===== config.mk =====
export PLATFORM = sky130hd
export DESIGN_NAME = pipe_control_unit
export DESIGN_NICKNAME = d
export VERILOG_FILES = /design/src/rtl/pipe_control_unit.sv
export SDC_FILE = /design/constraint.sdc
export NUM_CORES = 1
export LEC_CHECK = 0
export CORE_MARGIN = 2
export CORE_UTILIZATION = 65
export DETAILED_ROUTE_END_ITERATION = 10
export DONT_BUFFER_PORTS = 1
export GPL_ROUTABILITY_DRIVEN = 1
export PLACE_DENSITY = 0.81
export SLEW_MARGIN = 15
export SYNTH_ARGS = -nofsm -noshare
export SYNTH_HDL_FRONTEND = slang
export SYNTH_SLANG_ARGS = --single-unit

===== constraint.sdc =====
create_clock -name Clock -period 4 [get_ports Clock]
set_input_delay 0.8 -clock Clock [delete_from_list [all_inputs] [get_ports Clock]]
set_output_delay 0.8 -clock Clock [all_outputs]
set_load 0.05 [all_outputs]

===== src/rtl/pipe_control_unit.sv =====
`default_nettype none
// +----------------------------------------------------------------------------+
// | Module      : pipe_control_unit                                            |
// | Description : ID-stage decoder feeding a registered ID/EX control word,    |
// |               with load-use interlock, branch/jump squash, MULT/DIV busy   |
// |               tracking and illegal-opcode flagging.                        |
// | Revision    : 1.0                                                          |
// +----------------------------------------------------------------------------+
module pipe_control_unit #(
    parameter int unsigned MULDIV_CYCLES  = 4,
    parameter int unsigned LOAD_USE_STALL = 1
) (
    input  logic        Clock,
    input  logic        Reset,
    input  logic [31:0] Instruction,
    input  logic        InstrValid,
    input  logic        BranchTaken,
    output logic        Stall,
    output logic        IllegalInstr,
    output logic        ExRegDst,
    output logic        ExRegWriteEnable,
    output logic        ExALUSrc,
    output logic        ExMemoryRE,
    output logic        ExMemoryWE,
    output logic        ExMemoryToReg,
    output logic        ExJump,
    output logic        ExPCFromReg,
    output logic        ExWriteRegFromPC,
    output logic        ExForceWriteToR31,
    output logic [5:0]  ExALUFunction,
    output logic [1:0]  ExSizeOut,
    output logic        ExLoadUnsigned,
    output logic [4:0]  ExWriteReg,
    output logic        MulDivBusy
);

    typedef struct packed {
        logic       regDst;
        logic       regWriteEnable;
        logic       aluSrc;
        logic       memoryRE;
        logic       memoryWE;
        logic       memoryToReg;
        logic       jump;
        logic       pcFromReg;
        logic       writeRegFromPC;
        logic       forceWriteToR31;
        logic [5:0] aluFunction;
        logic [1:0] sizeOut;
        logic       loadUnsigned;
        logic [4:0] writeReg;
        logic       illegal;
    } ctrl_t;

    localparam ctrl_t      c_NOOP        = '{sizeOut: 2'b11, default: '0};
    localparam logic [5:0] c_FN_JR       = 6'b001000;
    localparam logic [5:0] c_FN_JALR     = 6'b001001;
    localparam logic [5:0] c_ALU_JUMP    = 6'b111010;
    localparam logic [5:0] c_ALU_ADD     = 6'b100000;
    localparam logic [3:0] c_MULDIV_LOAD = 4'(MULDIV_CYCLES - 1);

    logic [5:0] w_op;
    logic [5:0] w_funct;
    logic [4:0] w_rs;
    logic [4:0] w_rt;
    logic [4:0] w_rd;
    logic       w_unusedShamt;

    ctrl_t      w_dec;
    logic       w_readsRs;
    logic       w_readsRt;
    logic       w_isMulDiv;
    logic       w_isHiLoRead;
    logic       w_flush;
    logic       w_loadUse;
    logic       w_mulDivStall;
    logic       w_bubble;

    ctrl_t      r_ex;
    logic [3:0] r_mulDivCount;
    logic       r_mulDivBusy;

    assign w_op          = Instruction[31:26];
    assign w_rs          = Instruction[25:21];
    assign w_rt          = Instruction[20:16];
    assign w_rd          = Instruction[15:11];
    assign w_funct       = Instruction[5:0];
    assign w_unusedShamt = ^Instruction[10:6];

    always_comb begin
        w_dec        = c_NOOP;
        w_readsRs    = 1'b0;
        w_readsRt    = 1'b0;
        w_isMulDiv   = 1'b0;
        w_isHiLoRead = 1'b0;
        if (InstrValid && (Instruction != 32'd0)) begin
            casez (w_op)
                6'b000000: begin
                    case (w_funct)
                        c_FN_JR, c_FN_JALR: begin
                            w_dec.jump        = 1'b1;
                            w_dec.pcFromReg   = 1'b1;
                            w_dec.aluFunction = c_ALU_JUMP;
                            w_readsRs         = 1'b1;
                            w_readsRt         = 1'b1;
                            if (w_funct == c_FN_JALR) begin
                                w_dec.regWriteEnable = 1'b1;
                                w_dec.regDst         = 1'b1;
                                w_dec.writeRegFromPC = 1'b1;
                            end
                        end
                        6'b000000, 6'b000010, 6'b000011, 6'b000100, 6'b000110, 6'b000111,
                        6'b010000, 6'b010001, 6'b010010, 6'b010011,
                        6'b011000, 6'b011001, 6'b011010, 6'b011011,
                        6'b100000, 6'b100001, 6'b100010, 6'b100011,
                        6'b100100, 6'b100101, 6'b100110, 6'b100111,
                        6'b101010, 6'b101011: begin
                            w_dec.regDst         = 1'b1;
                            w_dec.regWriteEnable = 1'b1;
                            w_dec.aluFunction    = w_funct;
                            w_readsRt            = 1'b1;
                            // Constant shifts and MFHI/MFLO ignore the rs field.
                            w_readsRs    = !(w_funct inside {6'b000000, 6'b000010, 6'b000011,
                                                             6'b010000, 6'b010010});
                            w_isMulDiv   = (w_funct[5:2] == 4'b0110);
                            w_isHiLoRead = (w_funct == 6'b010000) || (w_funct == 6'b010010);
                        end
                        default: w_dec.illegal = 1'b1;
                    endcase
                end
                6'b000001: begin
                    if (w_rt[4:1] == 4'd0) begin
                        w_dec.aluFunction = {5'b11100, w_rt[0]};
                        w_readsRs         = 1'b1;
                    end else begin
                        w_dec.illegal = 1'b1;
                    end
                end
                6'b000010, 6'b000011: begin
                    w_dec.jump        = 1'b1;
                    w_dec.aluFunction = c_ALU_JUMP;
                    if (w_op[0]) begin
                        w_dec.regWriteEnable  = 1'b1;
                        w_dec.forceWriteToR31 = 1'b1;
                        w_dec.writeRegFromPC  = 1'b1;
                    end
                end
                6'b000100, 6'b000101: begin
                    w_dec.aluFunction = {5'b11110, w_op[0]};
                    w_readsRs         = 1'b1;
                    w_readsRt         = 1'b1;
                end
                6'b000110, 6'b000111: begin
                    w_dec.aluFunction = {5'b11111, w_op[0]};
                    w_readsRs         = 1'b1;
                end
                6'b001???: begin
                    w_dec.aluSrc         = 1'b1;
                    w_dec.regWriteEnable = 1'b1;
                    w_readsRs            = (w_op[2:0] != 3'b111);
                    case (w_op[2:0])
                        3'b000, 3'b001: w_dec.aluFunction = c_ALU_ADD;
                        3'b010:         w_dec.aluFunction = 6'b101010;
                        3'b011:         w_dec.aluFunction = 6'b101011;
                        3'b100:         w_dec.aluFunction = 6'b100100;
                        3'b101:         w_dec.aluFunction = 6'b100101;
                        3'b110:         w_dec.aluFunction = 6'b100110;
                        default:        w_dec.aluFunction = 6'b001111;
                    endcase
                end
                6'b100000, 6'b100001, 6'b100011, 6'b100100, 6'b100101: begin
                    w_dec.aluSrc         = 1'b1;
                    w_dec.regWriteEnable = 1'b1;
                    w_dec.memoryRE       = 1'b1;
                    w_dec.memoryToReg    = 1'b1;
                    w_dec.aluFunction    = c_ALU_ADD;
                    w_dec.sizeOut        = (w_op[1:0] == 2'b11) ? 2'b10 : w_op[1:0];
                    w_dec.loadUnsigned   = Instruction[28];
                    w_readsRs            = 1'b1;
                end
                6'b101000, 6'b101001, 6'b101011: begin
                    w_dec.aluSrc      = 1'b1;
                    w_dec.memoryWE    = 1'b1;
                    w_dec.aluFunction = c_ALU_ADD;
                    w_dec.sizeOut     = (w_op[1:0] == 2'b11) ? 2'b10 : w_op[1:0];
                    w_readsRs         = 1'b1;
                    w_readsRt         = 1'b1;
                end
                default: w_dec.illegal = 1'b1;
            endcase
            if (!w_dec.illegal) begin
                w_dec.writeReg = w_dec.forceWriteToR31 ? 5'd31 :
                                 w_dec.regDst          ? w_rd  : w_rt;
            end
        end
    end

    assign w_flush   = BranchTaken | r_ex.jump;
    assign w_loadUse = (LOAD_USE_STALL != 0) && r_ex.memoryRE && (r_ex.writeReg != 5'd0) &&
                       ((w_readsRs && (w_rs == r_ex.writeReg)) ||
                        (w_readsRt && (w_rt == r_ex.writeReg)));
    assign w_mulDivStall = r_mulDivBusy && (w_isMulDiv || w_isHiLoRead);
    // A redirect always wins so the squash can never be held off by an interlock.
    assign Stall    = !w_flush && (w_loadUse || w_mulDivStall);
    assign w_bubble = Stall | w_flush;

    always_ff @(posedge Clock) begin
        if (Reset) begin
            r_ex          <= c_NOOP;
            r_mulDivCount <= 4'd0;
            r_mulDivBusy  <= 1'b0;
        end else begin
            r_ex <= w_bubble ? c_NOOP : w_dec;
            if (!w_bubble && w_isMulDiv) begin
                r_mulDivCount <= c_MULDIV_LOAD;
                r_mulDivBusy  <= 1'b1;
            end else if (r_mulDivBusy) begin
                if (r_mulDivCount == 4'd0) begin
                    r_mulDivBusy <= 1'b0;
                end else begin
                    r_mulDivCount <= r_mulDivCount - 4'd1;
                end
            end
        end
    end

    assign ExRegDst          = r_ex.regDst;
    assign ExRegWriteEnable  = r_ex.regWriteEnable;
    assign ExALUSrc          = r_ex.aluSrc;
    assign ExMemoryRE        = r_ex.memoryRE;
    assign ExMemoryWE        = r_ex.memoryWE;
    assign ExMemoryToReg     = r_ex.memoryToReg;
    assign ExJump            = r_ex.jump;
    assign ExPCFromReg       = r_ex.pcFromReg;
    assign ExWriteRegFromPC  = r_ex.writeRegFromPC;
    assign ExForceWriteToR31 = r_ex.forceWriteToR31;
    assign ExALUFunction     = r_ex.aluFunction;
    assign ExSizeOut         = r_ex.sizeOut;
    assign ExLoadUnsigned    = r_ex.loadUnsigned;
    assign ExWriteReg        = r_ex.writeReg;
    assign IllegalInstr      = r_ex.illegal;
    assign MulDivBusy        = r_mulDivBusy;

endmodule
`default_nettype wire


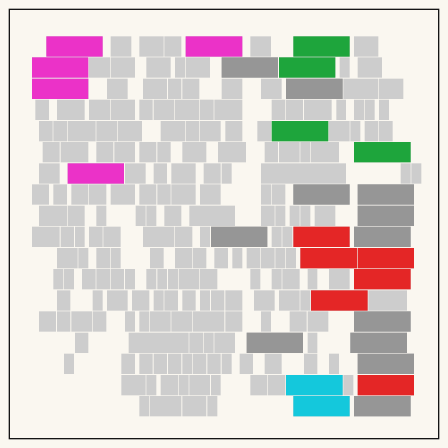
registers.png
ExWriteReg -> magenta  # flops 5, where upper left
r_mulDivCount -> green  # flops 4
ExALUFunction -> red  # flops 6, where middle right
ExSizeOut -> cyan  # flops 2
P_seq: 0.000298 W
sequential share of cell area: 31.93%
Core Util, Final: 73.38%
FF/Latch Area: 580.6 um^2

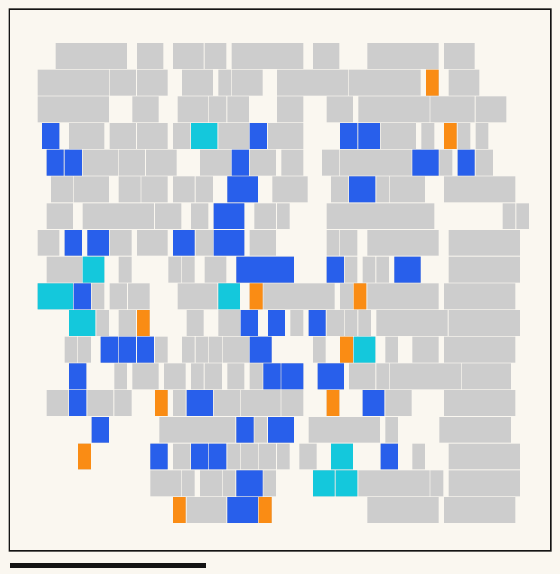
gate_families.png
The bar under the picture is 20 um long.
inverting AOI/OAI gates -> blue  # cells 43, most used a21oi_1
AND and OR gates -> cyan  # cells 9
inverters -> orange  # cells 11, most used inv_1
fin cells: 251
most frequent logic cell in the layout: dfxtp_1
logic share of the area: 55.54%

==> impl_metrics.json <==
{
  "wire_per_inst_um": 17.02,
  "timing.fmax_mhz": 274.7,
  "end_kind": "primary output",
  "path_delay_family": "simple AND/OR/NAND/NOR gates",
  "fin_nets": 257,
  "reg2reg_slack_ps": 1380,
  "cts.reportedPaths.clkPinSlew_ps": 90,
  "report.final.hold_viol_count": 0,
  "antenna_found_initial": 0,
  "slowest_delay_ps": 560,
  "ir_drop_v": 0.0002817,
  "track_usage_pct": 28.88,
  "ctsResizeCount": 0,
  "setup_viol": 0,
  "startpoint_type": "input pin",
  "post-route-period-util_pct": 91.00,
  "clkLatencyLatePin_ps": 320,
  "p_per_area_nw_per_um2": 333.1,
  "synthCells": 217,
  "drive_gt1_share_pct": 10.41,
  "routed_wl_mm": 4.272,
  "cp.depth": 6,
  "grt_pass1_wl_mm": 6.258,
  "required_ps": 3200,
  "cts_buffers": 5,
  "globalplace.congestion": 0.9791,
  "place_hpwl_mm": 3.238,
  "slew-limit-headroom_pct": 53.10,
  "ys_area_um2": 1690,
  "ys_ff": 29,
  "fp_util_pct": 68.23,
  "io_buffers": 0,
  "worst_slew_pin_slew_ps": 703.5,
  "critical_path.cell_chain": "nor4_4 > nand2_1 > a2111oi_0 > o311ai_2 > nand2_1 > and2_1",
  "reg2reg_to": "ExSizeOut[1]",
  "synthDistinctLibCells": 46,
  "whs_ps": 575.9,
  "r2r_start": "ExWriteReg[1]",
  "clockBufferDepth": 2,
  "syn_area_um2": 1690,
  "grt-ovfl-total": 0,
  "ctsHoldBuffers": 0,
  "coreArea_um2": 2477,
  "rows": 18,
  "syn-num-nets": 254,
  "drv_slew": 0,
  "p_leak_nw": 0.6424,
  "htree_levels": 2,
  "r2r_cells": 7,
  "lay_top_cells": "dfxtp_1 (29), nor2_1 (24), nand2_1 (20), a21oi_1 (16), inv_1 (11)",
  "grt_pass1_vias": 1456,
  "drcViolationCount": 0,
  "critPathMostFrequentCell": "nand2_1",
  "clock_sinks": 29,
  "ioPinCount": 63,
  "critPathCapture": "Stall",
  "synth.avg_cell_area_um2": 7.790,
  "yosys_warnings": 0,
  "num_vias": 1698,
  "dieHeight_um": 55.00,
  "max_cap_viol_count": 0,
  "warnings": 26,
  "drtIter0Drc": 98,
  "post_cts_buffers": 0,
  "setup.worst_path.class": "in2out",
  "hold_path.class": "in2reg",
  "path_buffers": 0,
  "dieArea_um2": 3024,
  "drt-vias-per-instance": 6.765,
  "critPathArrivalTime_ps": 2840,
  "diodes": 0,
  "yosys-stat-cells": 217,
  "cts_tree": "built",
  "cts_root_buffer": "clkbuf_4",
  "drtAntennaViolNets": 0,
  "synthArstFlopShare_pct": 0,
  "fill_cells": 202,
  "ff_type": "dfxtp_1",
  "area_growth_pct": 7.550,
  "die_w_um": 55.00,
  "grt_max_degree": 20,
  "ys_seq_share_pct": 34.34,
  "crit_start": "Instruction[28]",
  "grt_setup_unrepaired": "false",
  "cp_max_fo": 14,
  "status": "complete, no violations",
  "min_period_ps": 3640
}
[cell families (layout without fill, tap and decap cells)]
kind of cell             after synthesis  count (layout)  share of synthesized area, %
AND/OR/NAND/NOR                       95              95                         29.02
XOR/XNOR                              12              12                         6.218
adder cells (fa/ha/maj)                1               1                        0.7401
multiplexers                           6               6                         3.627
AND-OR/OR-AND                         51              51                         20.13
flip-flops                            29              29                         34.35
buffers and inverters                 23              27                         5.922
[through the flow]
step / util [%] / instance area, um^2 / instances / total power, W / setup slack (ps)
floorplan: - / 1690 / 217 / 0.0003607 / 457.2
global placement: 69.80 / 1729 / 243 / 0.0003582 / 496.5
detailed placement: 69.80 / 1729 / 243 / 0.0003594 / 399.7
CTS: 73.38 / 1818 / 251 / 0.0006062 / 401.2
global route: 73.38 / 1818 / 251 / 0.0006253 / 257.0
finish: 73.38 / 1818 / 251 / 0.0006056 / 359.9
[Yosys cell counts (2+ instances only)]
cell type	number	area share, %
nand4_1	3	1.1
xor2_1	3	1.6
nand3_1	10	3.0
o22ai_1	3	1.1
buf_2	2	0.59
clkbuf_1	8	1.8
o211a_1	2	1.2
a2111oi_0	4	2.1
nor2_1	24	5.3
xnor2_1	9	4.7
or2_2	2	0.74
inv_1	11	2.4
a31oi_1	3	1.1
o21ai_0	9	2.7
dfxtp_1	29	34
and2_1	2	0.74
nor4_1	8	3.0
nor2b_1	4	1.5
o211ai_1	2	0.89
mux2i_1	5	3.0
a21oi_1	16	4.7
nor3_1	10	3.0
nand3b_1	2	0.89
a21o_1	2	0.89
a21boi_0	2	0.89
or4_1	2	0.89
or3_1	2	0.74
nand2_1	20	4.4
[how the worst min path moves through the flow]
stage | end | slack, ps | start | cells after the start
after CTS | ExSizeOut[1] | 570 | Instruction[27] | 1
after global routing | ExSizeOut[1] | 560 | Instruction[27] | 1
final | ExSizeOut[1] | 580 | Instruction[27] | 1
after detailed placement | r_mulDivCount[1] | 590 | r_mulDivCount[1] | 2
after global placement | r_mulDivCount[1] | 530 | r_mulDivCount[1] | 2
after floorplan | r_mulDivCount[1] | 500 | r_mulDivCount[1] | 2
[registers in the layout, indices dropped and copies added (netlist names), 2 cells and up]
| signal | cells |
|---|---|
| ExSizeOut | 2 |
| r_mulDivCount | 4 |
| ExALUFunction | 6 |
| ExWriteReg | 5 |
[per-layer routing]
| metal | global-route usage (%) | part of all wire [%] |
|---|---|---|
| met5 | 0 | 0 |
| met4 | 11.79 | 2.7 |
| met3 | 8.333 | 11 |
| met2 | 45.83 | 47 |
| met1 | 36.56 | 39 |
[area by class of cell]
type	count	area [um^2]	share of cell area, %
clock buffers	6	51.30	2.822
inverters	11	41.29	2.271
repair buffers	8	60.06	3.304
multi-input cells	165	1010	55.54
well taps	30	37.54	2.065
flip-flops and latches	29	580.6	31.93
clock inverters	2	37.54	2.065
[power by group]
group          total [W]  internal, W  switching (W)
Sequential      0.000298     0.000291     0.00000734
Clock           0.000251     0.000148       0.000103
Combinational  0.0000560    0.0000246      0.0000313
Total           0.000606     0.000464       0.000141
Power and IR drop assume default switching activity.
